<file path="src/rtl/ctrl_pipeline.sv">
`default_nettype none
// ============================================================================
//  Module      : ctrl_pipeline
//  Description : Pipelined main-control unit for the 5-stage MIPS core.
//                Decodes the ID-stage instruction into a control bundle and
//                carries it through registered ID/EX, EX/MEM and MEM/WB
//                stages. Detects load-use hazards (bubble insertion), honours
//                branch/jump flushes and global memory stalls, and keeps a
//                saturating count of illegal opcodes.
//  Ports       :
//    clk            in   rising-edge clock
//    rst_n          in   asynchronous active-low reset
//    i_id_valid     in   ID stage holds a real instruction
//    i_id_instr     in   ID-stage instruction word (32)
//    i_flush        in   branch/jump taken, kill the ID instruction
//    i_stall_ext    in   memory stall, freeze all stage registers
//    o_hazard_stall out  combinational load-use stall request to IF/ID
//    o_ex_*         out  EX-stage controls (valid, alu_src, sign_ext,
//                        branch, bne, jump, alu_op, dest)
//    o_mem_*        out  MEM-stage controls (valid, read, write, dest)
//    o_wb_*         out  WB-stage controls (valid, reg_write, mem_to_reg,
//                        link, dest)
//    o_illegal_cnt  out  saturating count of retired illegal opcodes
//  Revision    : 1.0  initial release
// ============================================================================
module ctrl_pipeline #(
   parameter int REG_AW  = 5,
   parameter int ALUOP_W = 4,
   parameter int CNT_W   = 8
) (
   input  logic               clk,
   input  logic               rst_n,
   input  logic               i_id_valid,
   input  logic [31:0]        i_id_instr,
   input  logic               i_flush,
   input  logic               i_stall_ext,
   output logic               o_hazard_stall,
   output logic               o_ex_valid,
   output logic               o_ex_alu_src,
   output logic               o_ex_sign_ext,
   output logic               o_ex_branch,
   output logic               o_ex_bne,
   output logic               o_ex_jump,
   output logic [ALUOP_W-1:0] o_ex_alu_op,
   output logic [REG_AW-1:0]  o_ex_dest,
   output logic               o_mem_valid,
   output logic               o_mem_read,
   output logic               o_mem_write,
   output logic [REG_AW-1:0]  o_mem_dest,
   output logic               o_wb_valid,
   output logic               o_wb_reg_write,
   output logic               o_wb_mem_to_reg,
   output logic               o_wb_link,
   output logic [REG_AW-1:0]  o_wb_dest,
   output logic [CNT_W-1:0]   o_illegal_cnt
);

   localparam logic [5:0] c_OP_RTYPE = 6'b000000;
   localparam logic [5:0] c_OP_J     = 6'b000010;
   localparam logic [5:0] c_OP_JAL   = 6'b000011;
   localparam logic [5:0] c_OP_BEQ   = 6'b000100;
   localparam logic [5:0] c_OP_BNE   = 6'b000101;
   localparam logic [5:0] c_OP_ADDI  = 6'b001000;
   localparam logic [5:0] c_OP_ADDIU = 6'b001001;
   localparam logic [5:0] c_OP_ANDI  = 6'b001100;
   localparam logic [5:0] c_OP_ORI   = 6'b001101;
   localparam logic [5:0] c_OP_XORI  = 6'b001110;
   localparam logic [5:0] c_OP_LUI   = 6'b001111;
   localparam logic [5:0] c_OP_LW    = 6'b100011;
   localparam logic [5:0] c_OP_SW    = 6'b101011;

   // Full bundle held in ID/EX; later stages keep only what they still need.
   typedef struct packed {
      logic               valid;
      logic               alu_src;
      logic               sign_ext;
      logic               branch;
      logic               bne;
      logic               jump;
      logic [ALUOP_W-1:0] alu_op;
      logic [REG_AW-1:0]  dest;
      logic               mem_read;
      logic               mem_write;
      logic               reg_write;
      logic               mem_to_reg;
      logic               link;
   } ex_ctrl_t;

   typedef struct packed {
      logic               valid;
      logic               mem_read;
      logic               mem_write;
      logic [REG_AW-1:0]  dest;
      logic               reg_write;
      logic               mem_to_reg;
      logic               link;
   } mem_ctrl_t;

   typedef struct packed {
      logic               valid;
      logic               reg_write;
      logic               mem_to_reg;
      logic               link;
      logic [REG_AW-1:0]  dest;
   } wb_ctrl_t;

   logic [5:0] w_op;
   logic [4:0] w_rs;
   logic [4:0] w_rt;
   logic [4:0] w_rd;
   logic       w_unused_instr_bits;

   assign w_op = i_id_instr[31:26];
   assign w_rs = i_id_instr[25:21];
   assign w_rt = i_id_instr[20:16];
   assign w_rd = i_id_instr[15:11];
   assign w_unused_instr_bits = ^i_id_instr[10:0];

   ex_ctrl_t   w_dec;
   ex_ctrl_t   w_ex_next;
   logic       w_legal;
   logic       w_uses_rs;
   logic       w_uses_rt;
   logic       w_fire;
   logic       w_rs_hit;
   logic       w_rt_hit;
   logic       w_hazard;
   logic       w_cnt_inc;

   ex_ctrl_t   r_ex;
   mem_ctrl_t  r_mem;
   wb_ctrl_t   r_wb;
   logic [CNT_W-1:0] r_illegal_cnt;

   // ---------------------------------------------------------------------
   // Opcode decode
   // ---------------------------------------------------------------------
   always_comb begin
      w_dec     = '0;
      w_legal   = 1'b1;
      w_uses_rs = 1'b1;
      w_uses_rt = 1'b0;
      case (w_op)
         c_OP_RTYPE: begin
            w_dec.alu_op    = ALUOP_W'(4'b1000);
            w_dec.dest      = REG_AW'(w_rd);
            w_dec.reg_write = 1'b1;
            w_uses_rt       = 1'b1;
         end
         c_OP_LW: begin
            w_dec.alu_src    = 1'b1;
            w_dec.mem_read   = 1'b1;
            w_dec.mem_to_reg = 1'b1;
            w_dec.dest       = REG_AW'(w_rt);
            w_dec.reg_write  = 1'b1;
         end
         c_OP_SW: begin
            w_dec.alu_src   = 1'b1;
            w_dec.mem_write = 1'b1;
            w_uses_rt       = 1'b1;
         end
         c_OP_BEQ: begin
            w_dec.alu_op = ALUOP_W'(4'b0100);
            w_dec.branch = 1'b1;
            w_uses_rt    = 1'b1;
         end
         c_OP_BNE: begin
            w_dec.alu_op = ALUOP_W'(4'b0110);
            w_dec.branch = 1'b1;
            w_dec.bne    = 1'b1;
            w_uses_rt    = 1'b1;
         end
         c_OP_ADDI, c_OP_ADDIU: begin
            w_dec.alu_op    = ALUOP_W'(4'b0001);
            w_dec.alu_src   = 1'b1;
            w_dec.sign_ext  = 1'b1;
            w_dec.dest      = REG_AW'(w_rt);
            w_dec.reg_write = 1'b1;
         end
         c_OP_ANDI: begin
            w_dec.alu_op    = ALUOP_W'(4'b0010);
            w_dec.alu_src   = 1'b1;
            w_dec.dest      = REG_AW'(w_rt);
            w_dec.reg_write = 1'b1;
         end
         c_OP_ORI: begin
            w_dec.alu_op    = ALUOP_W'(4'b0011);
            w_dec.alu_src   = 1'b1;
            w_dec.dest      = REG_AW'(w_rt);
            w_dec.reg_write = 1'b1;
         end
         c_OP_XORI: begin
            w_dec.alu_op    = ALUOP_W'(4'b0101);
            w_dec.alu_src   = 1'b1;
            w_dec.dest      = REG_AW'(w_rt);
            w_dec.reg_write = 1'b1;
         end
         c_OP_LUI: begin
            w_dec.alu_op    = ALUOP_W'(4'b0111);
            w_dec.alu_src   = 1'b1;
            w_dec.dest      = REG_AW'(w_rt);
            w_dec.reg_write = 1'b1;
         end
         c_OP_J: begin
            w_dec.jump = 1'b1;
            w_uses_rs  = 1'b0;
         end
         c_OP_JAL: begin
            w_dec.jump      = 1'b1;
            w_dec.link      = 1'b1;
            w_dec.dest      = REG_AW'(31);
            w_dec.reg_write = 1'b1;
            w_uses_rs       = 1'b0;
         end
         default: begin
            w_legal = 1'b0;
         end
      endcase
      // Writes to $0 are architecturally discarded; kill them here so the
      // forwarding/writeback logic never sees a live write to register 0.
      if (w_dec.dest == '0) begin
         w_dec.reg_write = 1'b0;
      end
      w_dec.valid = 1'b1;
   end

   // Only legal, valid instructions enter EX; everything else is a bubble.
   assign w_fire    = i_id_valid && w_legal;
   assign w_ex_next = w_fire ? w_dec : '0;

   // ---------------------------------------------------------------------
   // Load-use hazard: the load in EX has not produced its data yet.
   // ---------------------------------------------------------------------
   assign w_rs_hit = w_uses_rs && (r_ex.dest == REG_AW'(w_rs));
   assign w_rt_hit = w_uses_rt && (r_ex.dest == REG_AW'(w_rt));
   assign w_hazard = r_ex.valid && r_ex.mem_read && (r_ex.dest != '0) &&
                     i_id_valid && (w_rs_hit || w_rt_hit);

   assign o_hazard_stall = w_hazard;

   // An illegal opcode is counted only when it actually leaves ID.
   assign w_cnt_inc = i_id_valid && !w_legal && !i_stall_ext && !i_flush &&
                      !w_hazard && (r_illegal_cnt != '1);

   // ---------------------------------------------------------------------
   // Stage registers
   // ---------------------------------------------------------------------
   always_ff @(posedge clk or negedge rst_n) begin
      if (!rst_n) begin
         r_ex          <= '0;
         r_mem         <= '0;
         r_wb          <= '0;
         r_illegal_cnt <= '0;
      end else if (!i_stall_ext) begin
         if (i_flush || w_hazard) begin
            r_ex <= '0;
         end else begin
            r_ex <= w_ex_next;
         end
         r_mem.valid      <= r_ex.valid;
         r_mem.mem_read   <= r_ex.mem_read;
         r_mem.mem_write  <= r_ex.mem_write;
         r_mem.dest       <= r_ex.dest;
         r_mem.reg_write  <= r_ex.reg_write;
         r_mem.mem_to_reg <= r_ex.mem_to_reg;
         r_mem.link       <= r_ex.link;
         r_wb.valid       <= r_mem.valid;
         r_wb.reg_write   <= r_mem.reg_write;
         r_wb.mem_to_reg  <= r_mem.mem_to_reg;
         r_wb.link        <= r_mem.link;
         r_wb.dest        <= r_mem.dest;
         if (w_cnt_inc) begin
            r_illegal_cnt <= r_illegal_cnt + CNT_W'(1);
         end
      end
   end

   assign o_ex_valid      = r_ex.valid;
   assign o_ex_alu_src    = r_ex.alu_src;
   assign o_ex_sign_ext   = r_ex.sign_ext;
   assign o_ex_branch     = r_ex.branch;
   assign o_ex_bne        = r_ex.bne;
   assign o_ex_jump       = r_ex.jump;
   assign o_ex_alu_op     = r_ex.alu_op;
   assign o_ex_dest       = r_ex.dest;
   assign o_mem_valid     = r_mem.valid;
   assign o_mem_read      = r_mem.mem_read;
   assign o_mem_write     = r_mem.mem_write;
   assign o_mem_dest      = r_mem.dest;
   assign o_wb_valid      = r_wb.valid;
   assign o_wb_reg_write  = r_wb.reg_write;
   assign o_wb_mem_to_reg = r_wb.mem_to_reg;
   assign o_wb_link       = r_wb.link;
   assign o_wb_dest       = r_wb.dest;
   assign o_illegal_cnt   = r_illegal_cnt;

endmodule
`default_nettype wire

</file>
<file path="config.mk">
export PLATFORM = sky130hd
export DESIGN_NAME = ctrl_pipeline
export DESIGN_NICKNAME = d
export VERILOG_FILES = /design/src/rtl/ctrl_pipeline.sv
export SDC_FILE = /design/constraint.sdc
export NUM_CORES = 1
export LEC_CHECK = 0
export CORE_MARGIN = 1.5
export CORE_UTILIZATION = 46
export DETAILED_ROUTE_END_ITERATION = 10
export PLACE_DENSITY = 0.82
export SLEW_MARGIN = 30
export SYNTH_ARGS = -nofsm -noshare
export SYNTH_HDL_FRONTEND = slang
export SYNTH_SLANG_ARGS = --single-unit
</file>
<file path="constraint.sdc">
create_clock -name clk -period 2.2 [get_ports clk]
set_input_delay 0.44 -clock clk [delete_from_list [all_inputs] [get_ports clk]]
set_output_delay 0.44 -clock clk [all_outputs]
set_load 0.1 [all_outputs]
</file>
==> run summary, run 1 <==
Implementation run completed; key figures follow.

Floorplanning:
- In the floorplan report the effective utilization is 49.0%.
- The run puts the total I/O pin count at 78.
- The run gives the floorplan row count as 25.
- In this run the full chip footprint comes out at roughly 5600 um^2.

Critical path:
- The run gives the kind of cell adding the most delay to the critical path as simple AND/OR/NAND/NOR gates.
- The run gives the delay of the slowest critical-path stage as approximately 0.56 ns.
- The run gives the critical path endpoint category as an output port.
- The launch point of the worst register-to-register path is recorded as o_ex_dest[3]$_DFFE_PN0N_.
- The run gives the category of the most critical setup path as reg -> out.
- Per the post-run analysis, buffers plus inverters along the critical path come to 1.
- The run gives the largest fanout on the critical path as 6.
- The run puts the depth of the worst register-to-register path at 10.
- The run puts the number of gates on the worst path with buffers counted at 5.
- The run gives the standard cell with the maximum stage delay on the critical path as sky130_fd_sc_hd__or4b_4.
- Listed in order, past its start point the critical path passes xnor2_2 > nand2_1 > or4b_4 > nand2_4 > buf_12.

Layout:
- The area growth from synthesis to layout is 48.6%.
- The final layout report lists a filler cell count of about 340.
- The run gives the number of nets at the end of the flow as 354.
- The run gives the combinational gate count as 140.
- The run puts the flip-flop count of the largest register, all copies and words added at 8.
- The repair_antennas step left the layout with diodes totalling 0.
- The run gives the total area of sequential cells as ~1200 um^2.
- The run gives the fraction of standard cell area in multi-input logic as 32.6%.
- The run puts the non-clock inverter total of the final layout at 1.
- The run puts the number of clock buffer instances in the layout at 6.

Logic synthesis:
- The run gives the post-synthesis area per instance as between 10 and 15 um^2.
- Yosys reports the multiplexer fraction of the synthesized area as 9.48%.
- Yosys reports that the most numerous cell types are sky130_fd_sc_hd__dfrtp_1 (46), sky130_fd_sc_hd__mux2_2 (19), sky130_fd_sc_hd__nand2_1 (18).
- The run gives the yosys stat cell total as 213.
- The cell-mix breakdown from Yosys lists the compound-gate area share as 10.9%.
- The run puts the mapped cell area at approximately 2400 um^2.
- The run gives the most frequently used cell type in the post-synthesis netlist as sky130_fd_sc_hd__dfrtp_1.
- The run gives the share of the synthesized area in the top cell type as 48.5%.
- In the synthesis report, Yosys lists the chip area as 2370 um^2.
- The run puts the register area share after synthesis at 48.5%.
- The run gives the post-synthesis xor/xnor area fraction as 6.64%.

STA:
- The run gives the final worst-path setup slack as -0.144 ns.
- The run gives the final tally of setup violations as 1.
- The run puts the worst hold slack after final layout at 0.0815 ns.
- The run puts the share of the cycle needed by the critical path after routing at 107%.

Clock network:
- The run puts the H-tree depth reported by CTS at 2.
- The cell sitting at the root of the clock tree is a sky130_fd_sc_hd__clkbuf_8.
- The run gives the clock-pin slew on the worst setup and hold paths as 0.09 ns.

Global routing:
- The run puts the met2 track demand over resource in global routing at 40.5%.
- The run gives the via count of the first global-routing pass as 2069.
- The run gives the met1 routing resource usage after global routing as 29.7%.
- On met3, the global router reports a usage of 4.82%.

Routing:
- The script logs the ratio of routed vias to standard cells as 5.46.
- The run puts the sum of met2 wire segment lengths after detailed routing at 3.32 mm.
- In this run the top signal layer used is met4.
- The run puts the count of nets left with antenna violations after detail routing at 0.
- The run puts the met3 wire length at 356 um.
- The run gives the routed wire length per instance as roughly 17 um.
- The run gives the post-detailed-route DRC marker count as 0.

Run status:
- The flow ran to the end, but the final reports show violations.
- The checks that failed: setup timing.

Power:
- The run puts the maximum vdd ir drop at 0.504 mV.
- The dominant power group in this design is sequential cells.
- The run gives the ratio of total power to cell area as roughly 670 nW/um^2.
- The run gives the part of the power in combinational logic as 27.3%.
- The run puts the power dissipated in combinational cells at 645 uW.
- The run gives the part of the power in the clock network as about a third.
- The run gives the share of power burned in registers as 40.0%.
- The run puts the total power at 2.36 mW.
- Sequential power for this build is 944 uW.

Placed design:
- Prior to clock tree synthesis, the placed netlist has a worst setup slack of -0.370 ns.
- The run gives the detailed placer's ending HPWL as approximately 4.4 mm.
- In this run the cell area measured after placement is 3230 um^2.
- Port buffering added 66 buffers.
- The run gives the routability congestion estimate from global placement as slightly below 0.9.

Run:
- The run puts the number of logged tool warnings at 39.

Hold path:
- Checking hold timing, the worst path is listed with class in -> async.
Figure 1. The metal 1 layer (run 1).
Scale bar: 20 um.
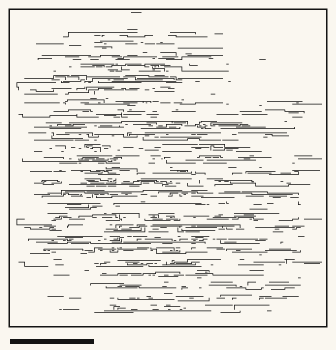
main direction = horizontal
wire length on this layer = 2590 um
nets with wire on the layer = 293
longest straight run = 25.3 um

Figure 2. Metal 2 (run 1).
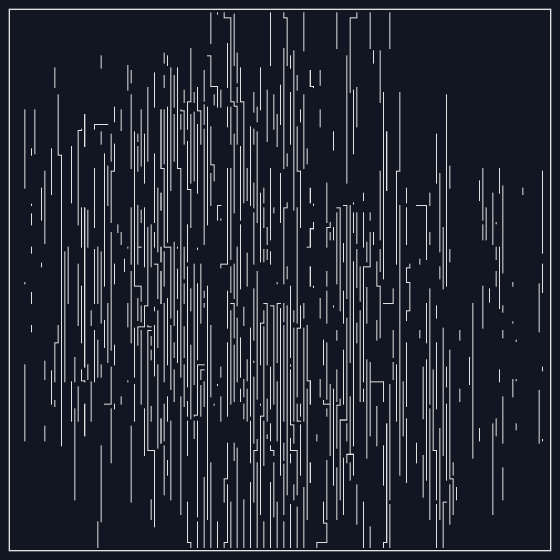
longest straight run = 40.3 um
nets with wire on the layer = 316
share of all routed wire = 52%

Figure 3. Met3 routing (run 1).
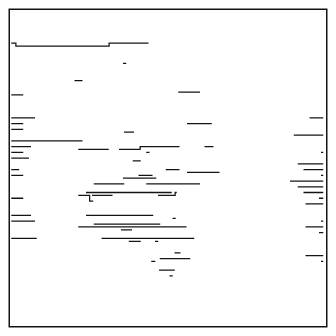
longest straight run = 25.3 um
nets with wire on the layer = 50

Figure 4. Signal wires on met4 (run 1).
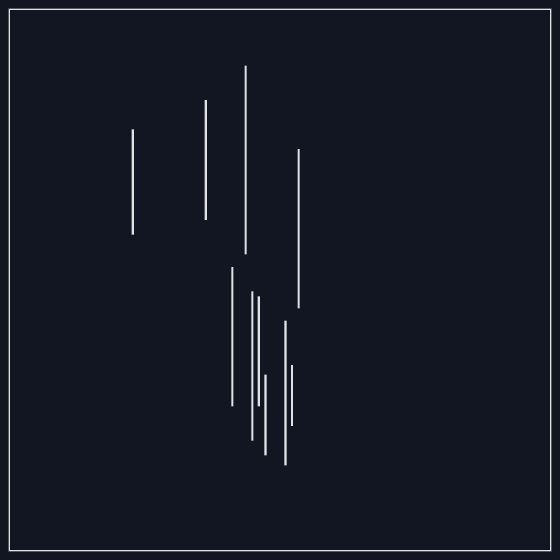
main direction = vertical
wire length on this layer = 171 um
nets with wire on the layer = 10
detailed-route via count: 2095
total wirelength of the detailed-routed design: 6.44 mm

==> run 1 -> run 2 <==
==> constraint.sdc (replaced) <==
create_clock -name clk -period 2.2 [get_ports clk]
set_input_delay 0.33 -clock clk [delete_from_list [all_inputs] [get_ports clk]]
set_output_delay 0.33 -clock clk [all_outputs]
set_load 0.1 [all_outputs]
==> run summary, run 2 <==
Implementation run completed; key figures follow.

Clock network:
- The run gives the H-tree depth reported by CTS as 2 (unchanged).
- TritonCTS built the clock tree.
- The run puts the number of hold-repair buffers added at the cts stage at 0.
- The run puts the clock-pin slew on the worst setup and hold paths at 0.08 ns (about the same).
- The run puts the maximum root-to-sink buffer count at 2.
- The report lists the number of cells resized after CTS as 24.
- The run puts the sink count of the clock tree at 46.
- The number of clock buffers added by TritonCTS is 5.
- The run gives the count of buffers added by post-CTS timing repair for setup as 11.
- The run gives the clock insertion delay at the later pin of the skew report as 0.29 ns.
- In this run the clock root is driven by a sky130_fd_sc_hd__clkbuf_8.

STA:
- The run puts the count of final hold-check violations at 0.
- The run puts the peak clock frequency supported by timing at 446 MHz.
- Subtracting the final worst setup slack from the clock period gives between 2 and 2.5 ns.
- The share of the cycle needed by the critical path after routing came to 102% (-4.6 points).
- The final tally of setup violations is 1 (unchanged).
- The run puts the pin slew with the least headroom to its limit at 0.549 ns.
- The run puts the setup skew after layout at between 0.007 and 0.008 ns.
- The run puts the final worst-path setup slack at -0.0421 ns (+0.102 ns).
- The run puts the relative slew slack at between 60 and 70%.
- The run puts the worst hold slack after final layout at 0.0128 ns (-0.0687 ns).
- Setup repair after global routing could not meet its margin everywhere.
- The run puts the post-route setup TNS at -0.0421 ns.
- The run gives the final-report max-slew violation count as 0.

Power:
- The run gives the switching power of the nets as roughly 770 uW.
- Per report_power, the top consumer among the power groups is sequential cells.
- The run gives the switching share of power as 37.4%.
- The run gives the part of the power in the clock network as 23.1% (-9.6 points).
- The sequential group power is 944 uW (about the same).
- The run puts the ratio of total power to cell area at 599 nW/um^2 (-10%).
- The run gives the total power as 2.07 mW (-12%).
- The run gives the power dissipated in combinational cells as 645 uW (about the same).
- The run puts the cell-internal power at 1.29 mW.
- The script extracted a total leakage power of 1.69 nW.
- The run puts the part of the power in combinational logic at 31.2% (+3.9 points).
- The run puts the maximum vdd ir drop at 0.386 mV (-23%).
- The run puts the share of power burned in registers at 45.7% (+5.7 points).

Layout:
- Per the run report, area growth between synthesis and finish was 45.3%.
- The number of nets at the end of the flow was 353 (-0.28%).
- The run gives the buffer count excluding the clock tree in the final layout as 121.
- The total area of sequential cells came to 1160 um^2 (-0.22%).
- The fill cell total of the finished layout came to 337 (+0.60%).
- Per the layout area report, the combinational gate area comes to 1130 um^2.
- Per the cell usage report, the commonest logic cells after layout are sky130_fd_sc_hd__buf_4 (92), sky130_fd_sc_hd__dfrtp_1 (39), sky130_fd_sc_hd__mux2_2 (19).
- The run gives the share of the final layout cell area in sequential cells as 33.6%.
- The finished layout reports a core utilization of 71.2%.
- The run gives the combinational gate count as 140 (unchanged).
- The run puts the share of layout cells above drive strength 1 at 46.7%.
- The run puts the final instance area at approximately 3500 um^2.
- The layout report lists the clock-cell share of area as 2.28%.
- The run gives the sequential cell count of the final layout as around 46.
- The run puts the flip-flop count of the largest register, all copies and words added at 8 (unchanged).
- The run gives the final cell count without fillers as 382.
- The run puts the fraction of standard cell area in multi-input logic at 32.7% (+0.12 points).
- The antenna diode count is 0 (unchanged).
- The run gives the highest-count logic cell in the final layout as sky130_fd_sc_hd__buf_4.
- The run gives the non-clock inverter total of the final layout as 1 (unchanged).
- The run gives the non-clock buffer share of cell area as between 20% and 30%.
- The run gives the number of clock buffer instances in the layout as 5 (-1).

Routing:
- The run puts the per-cell via count in the routed design at 5.45 (-0.10%).
- The met3 wire length was 332 um (-6.7%).
- The routed wire length per instance was 16.7 um (-0.55%).
- The run puts the sum of met2 wire segment lengths after detailed routing at 3.27 mm (-1.6%).
- Per the detail_route log, the uppermost layer with routed signals is met4.
- The run gives the count of nets left with antenna violations after detail routing as 0 (unchanged).
- The pre-antenna-repair detailed-routing pass consisted of 5 iterations.
- The run puts the post-detailed-route DRC marker count at 0 (unchanged).
- The run puts the number of DRC markers after the initial detailed-route iteration at 94.
- The run gives the met1 wire length as between 2 and 3 mm.

Floorplanning:
- The run gives the total die area as 5600 um^2 (unchanged).
- The run puts the floorplan row count at 25 (unchanged).
- The floorplan step set the die height to 74.9 um.
- In this run the horizontal extent of the chip is 74.9 um.
- The floorplan-stage core utilization is 49.0% (unchanged).
- The run puts the total I/O pin count at 78 (unchanged).
- The run puts the tapcell count at 67.

Logic synthesis:
- The run gives the synthesized net count as between 200 and 300.
- The run gives the Yosys warning count as 0.
- The run puts the yosys stat cell total at 213 (unchanged).
- In this run, synthesis produced a sequential element count of 46.
- The register area share after synthesis came to 48.5% (unchanged).
- Among all flip-flop cells after synthesis, the most frequent one is sky130_fd_sc_hd__dfrtp_1.
- The run puts the complex-gate fraction of the synthesized area at 10.9% (unchanged).
- The run puts the share of the synthesized area in the top cell type at 48.5% (unchanged).
- The run gives the unique cell type count in the Yosys netlist as roughly 46.
- The synthesis report lists the most area-consuming cells as sky130_fd_sc_hd__dfrtp_1 (48%), sky130_fd_sc_hd__mux2_2 (9.0%), sky130_fd_sc_hd__buf_4 (4.4%).
- The run puts the post-synthesis xor/xnor area fraction at 6.64% (unchanged).
- The mapped cell area came to 2370 um^2 (unchanged).
- The run puts the number of enable flip-flop cells at 0.
- The post-synthesis area per instance was 11.1 um^2 (unchanged).
- In the synthesized netlist, the cells that appear most often are sky130_fd_sc_hd__dfrtp_1 (46), sky130_fd_sc_hd__mux2_2 (19), sky130_fd_sc_hd__nand2_1 (18).
- The largest total area in the synthesized netlist belongs to sky130_fd_sc_hd__dfrtp_1.
- After synthesis, the largest family of logic cells by area is simple AND/OR/NAND/NOR gates.
- The run puts the number of instances in the synthesized netlist at 213.
- The run puts the chip area in the Yosys report at 2370 um^2 (unchanged).
- The run gives the simple-gate share of the synthesized area as 16.2%.
- The run gives the fraction of synthesis flops using an asynchronous set or reset pin as 100%.
- The run gives the share of synthesized cell area in full adder, half adder and majority cells as less than 1%.
- The run puts the share of cell area taken by muxes after synthesis at 9.48% (unchanged).
- By instance count, the leading cell after synthesis is sky130_fd_sc_hd__dfrtp_1.

Global routing:
- The run puts the wire length of the first global-routing pass at between 9 and 10 mm.
- The run puts the global routing usage on met3 at 4.28% (-0.54 points).
- Summed over all layers, the global routing overflow is 0.
- The run puts the maximum number of pins on one net before global-route repair at 39.
- Summed over all routing layers, the global router reports a total usage of a little under a quarter.
- The run gives the most congested layer reported by global routing as met2.
- The run gives the initial antenna violation count as 0.
- The met1 routing resource usage after global routing came to 28.7% (-0.99 points).
- The run puts the via count of the first global-routing pass at 2021 (-2.3%).

Run:
- The number of logged tool warnings came to 39 (unchanged).
- The run gives the number of maximum-capacitance constraint violations as 0.

Critical path:
- Tracing the worst setup path back leads to its startpoint at o_ex_dest[3]$_DFFE_PN0N_.
- STA lists the startpoint of the worst register-to-register path as o_ex_dest[3]$_DFFE_PN0N_.
- The number of buffers and inverters on the critical path came to 3 (+2).
- The run gives the worst path required time as between 1.5 and 2 ns.
- For this design, the slowest cell found on the critical path is sky130_fd_sc_hd__dfrtp_2.
- The run gives the number of gates on the worst path with buffers counted as 7 (+2).
- Broken down by cell family, the worst path's largest delay share belongs to buffers and inverters.
- STA classifies the critical path endpoint as an output port.
- The run gives the depth of the worst register-to-register path as 8 (-2).
- The capture point of the worst register-to-register path is recorded as o_illegal_cnt[1]$_DFFE_PN0P_.
- The run gives the largest fanout on the critical path as 5 (-1).
- The run gives the delay of the slowest critical-path stage as 0.47 ns (-0.09 ns).
- The run puts the arrival time at the worst endpoint at 1.91 ns.
- Walking the worst path, the cells encountered are xor2_2 > nor4_2 > buf_4 > o2111ai_4 > buf_6 > nand2_4 > buf_12.
- The run puts the reg-to-reg setup timing slack at 0.04 ns.
- The run gives the category of the most critical setup path as reg -> out.
- For reference, the critical path is captured by o_hazard_stall.
- STA classifies the critical path startpoint as a register.

Placed design:
- The run puts the count of port buffers added during placement at 66 (unchanged).
- The run gives the cell area reported after detailed placement as 3180 um^2 (-1.7%).
- The run puts the routability congestion estimate from global placement at 0.843 (-3.6%).
- The run puts the total instance count after detailed placement at 360.
- The post-placement worst setup slack is -0.313 ns (+0.0563 ns).
- The run puts the detailed placer's ending HPWL at 4.27 mm (-3.6%).

Hold path:
- The path class of the tightest hold or removal check is in -> async.

Run status:
- The run finished, with violations left.
- The checks that failed: setup timing.
Figure 5. The metal 1 layer (run 2).
Scale bar: 20 um.
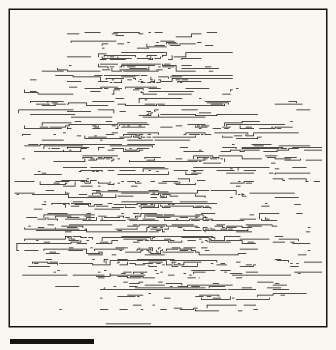
nets with wire on the layer = 302
share of all routed wire = 41%
main direction = horizontal
longest straight run = 29.9 um
wire length on this layer = 2590 um

Figure 6. Metal 2 (run 2).
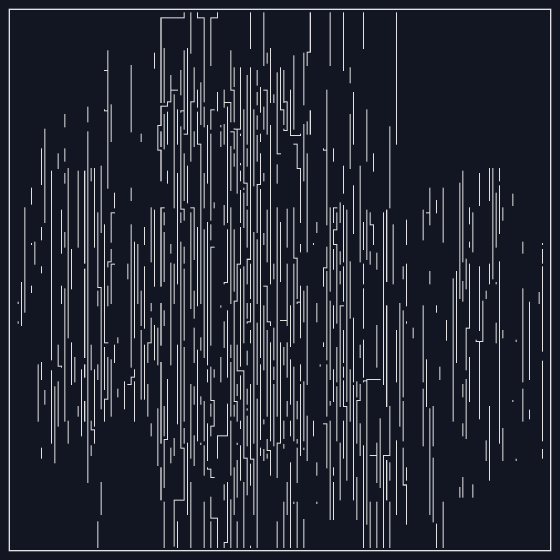
share of all routed wire = 51%
main direction = vertical
nets with wire on the layer = 315
longest straight run = 48.6 um
global-route met2 utilization: 38.9%
detailed-route via count: 2082
total wirelength of the detailed-routed design: 6.37 mm

==> run 2 -> run 3 <==
==> constraint.sdc (replaced) <==
create_clock -name clk -period 2.3 [get_ports clk]
set_input_delay 0.345 -clock clk [delete_from_list [all_inputs] [get_ports clk]]
set_output_delay 0.345 -clock clk [all_outputs]
set_load 0.1 [all_outputs]
Figure 7. Nets reached from selected ports (run 3).
Scale bar: 20 um.
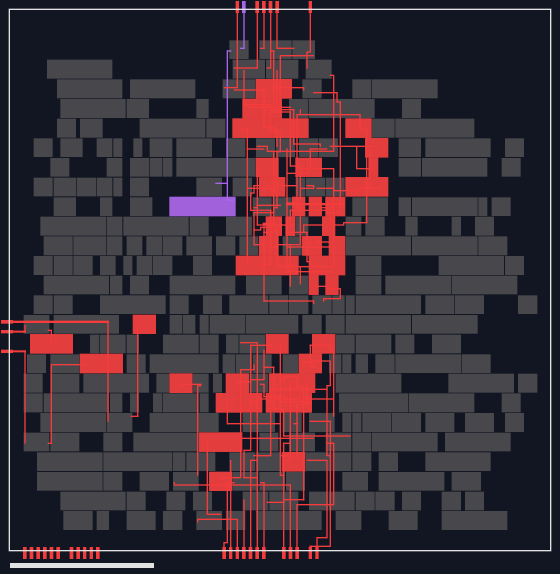
red -> i_id_instr  # bits 32, direction input, end cells 47, wire 1050 um
purple -> o_ex_alu_src  # bits 1, direction output, end cells 1, wire 29.1 um

Figure 8. Routing congestion (run 3).
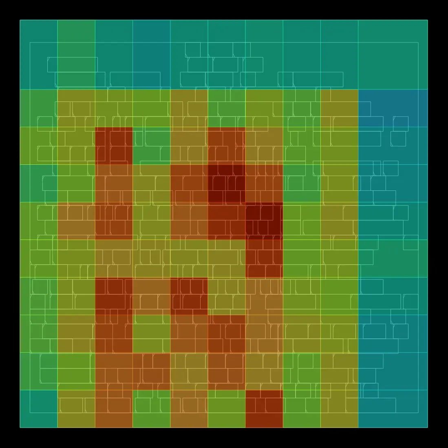
GR met1 Demand/Resource: 28.6%
final core utilization: 69.1%
Top Usage Layer GRT: met2
global-route met2 utilization: 39.2%
met3 track demand over resource in global routing: 5.35%

==> run summary, run 3 <==
Implementation run completed; key figures follow.

Logic synthesis:
- The chip area in the Yosys report came to 2370 um^2 (unchanged).
- The number of enable flip-flop cells is 0 (unchanged).
- The run puts the share of cell area taken by muxes after synthesis at 9.48% (unchanged).
- The main area contributors are sky130_fd_sc_hd__dfrtp_1 (48%), sky130_fd_sc_hd__mux2_2 (9.0%), sky130_fd_sc_hd__buf_4 (4.4%).
- The run gives the number of instances in the synthesized netlist as 213 (unchanged).
- The run puts the post-synthesis xor/xnor area fraction at 6.64% (unchanged).
- The run gives the flip-flop and latch count after synthesis as 46 (unchanged).
- The run puts the yosys stat cell total at 213 (unchanged).
- Looking at area per cell type in the netlist, the leader is sky130_fd_sc_hd__dfrtp_1.
- sky130_fd_sc_hd__dfrtp_1 is the most common cell in the netlist.
- The commonest cells after synthesis are sky130_fd_sc_hd__dfrtp_1 (46), sky130_fd_sc_hd__mux2_2 (19), sky130_fd_sc_hd__nand2_1 (18).
- The run gives the complex-gate fraction of the synthesized area as 10.9% (unchanged).
- For this run, the leading register cell type out of synthesis is sky130_fd_sc_hd__dfrtp_1.

STA:
- The run gives the share of the cycle needed by the critical path after routing as 97.5%.
- Counting I/O delays and the setup requirement, the final critical path takes 2.24 ns.
- The count of final hold-check violations is 0 (unchanged).
- The run puts the post-route setup TNS at 0 ns (+0.0421 ns).
- The run puts the relative slew slack at 70.5% (+7.1 points).

Critical path:
- The run gives the capture point of the worst path as o_hazard_stall.
- The run gives the beginning of the critical path as i_id_instr[24].
- The setup path with the least slack is of type in -> out.
- The run gives the arrival time at the worst endpoint as 1.90 ns (about the same).
- The run puts the reg-to-reg setup timing slack at 0.17 ns (+0.13 ns).
- The largest fanout on the critical path came to 2 (-3).
- Broken down by cell family, the worst path's largest delay share belongs to simple AND/OR/NAND/NOR gates.
- For the worst reg-to-reg path, the startpoint reported by OpenROAD is o_ex_dest[2]$_DFFE_PN0N_.
- The run gives the number of gates on the worst path with buffers counted as 6 (-1).

Routing:
- The detailed-route via count was 1948 (-6.4%).
- The run gives the count of nets left with antenna violations after detail routing as 0 (unchanged).
- The run gives the number of iterations in the first detailed-routing pass as 4 (-1).
- The run gives the per-cell via count in the routed design as 5.31 (-2.6%).
- The run gives the total length of routed wires as 5.80 mm (-8.9%).
- The run gives the post-detailed-route DRC marker count as 0 (unchanged).
- The routed wire length per instance is 15.8 um (-5.2%).
- The run puts the met3 wire length at 240 um (-28%).

Layout:
- The run puts the buffer count excluding the clock tree in the final layout at 105 (-13%).
- The non-clock buffer share of cell area came to 26.0% (-2.9 points).
- By instance count after routing, the leading logic cell type is sky130_fd_sc_hd__buf_4.
- The run puts the antenna diode count at 0 (unchanged).
- The run puts the share of the final layout cell area in sequential cells at 34.5% (+0.91 points).
- The final cell count without fillers was 367 (-3.9%).
- The run puts the number of nets at the end of the flow at 337 (-4.5%).

Clock network:
- The run gives the count of buffers added by post-CTS timing repair for setup as 0 (-11).
- The run puts the clock-pin slew on the worst setup and hold paths at 0.08 ns (about the same).
- The run puts the maximum root-to-sink buffer count at 2 (unchanged).
- The run gives the root buffer selected by CTS as sky130_fd_sc_hd__clkbuf_8.
- The clock buffer count from CTS came to 5 (unchanged).
- The run gives the number of hold-repair buffers added at the cts stage as 1 (+1).

Power:
- The run gives the ratio of total power to cell area as 670 nW/um^2 (+12%).
- The sequential group power was 902 uW (-4.4%).
- The run puts the part of the power in combinational logic at 27.1% (-4.1 points).
- The run gives the switching share of power as 33.5% (-4.0 points).
- The run gives the power dissipated in combinational cells as 607 uW (-5.9%).
- The run gives the switching power of the nets as 751 uW (-2.9%).

Placed design:
- The detailed placer's ending HPWL came to 4.31 mm (+0.92%).
- The run gives the total instance count after detailed placement as 358 (-0.56%).

Floorplanning:
- The run gives the die extent in x as 74.9 um (unchanged).
- The run puts the total die area at 5600 um^2 (unchanged).

Hold path:
- The tightest min-delay check is of the in -> async type.

Run status:
- The flow ran to the end, and the final reports show no timing, DRC or antenna violations.

Global routing:
- The wire length of the first global-routing pass came to 9.69 mm (+0.72%).
- The run gives the via count of the first global-routing pass as 2032 (+0.54%).
Power and IR drop assume default switching activity.
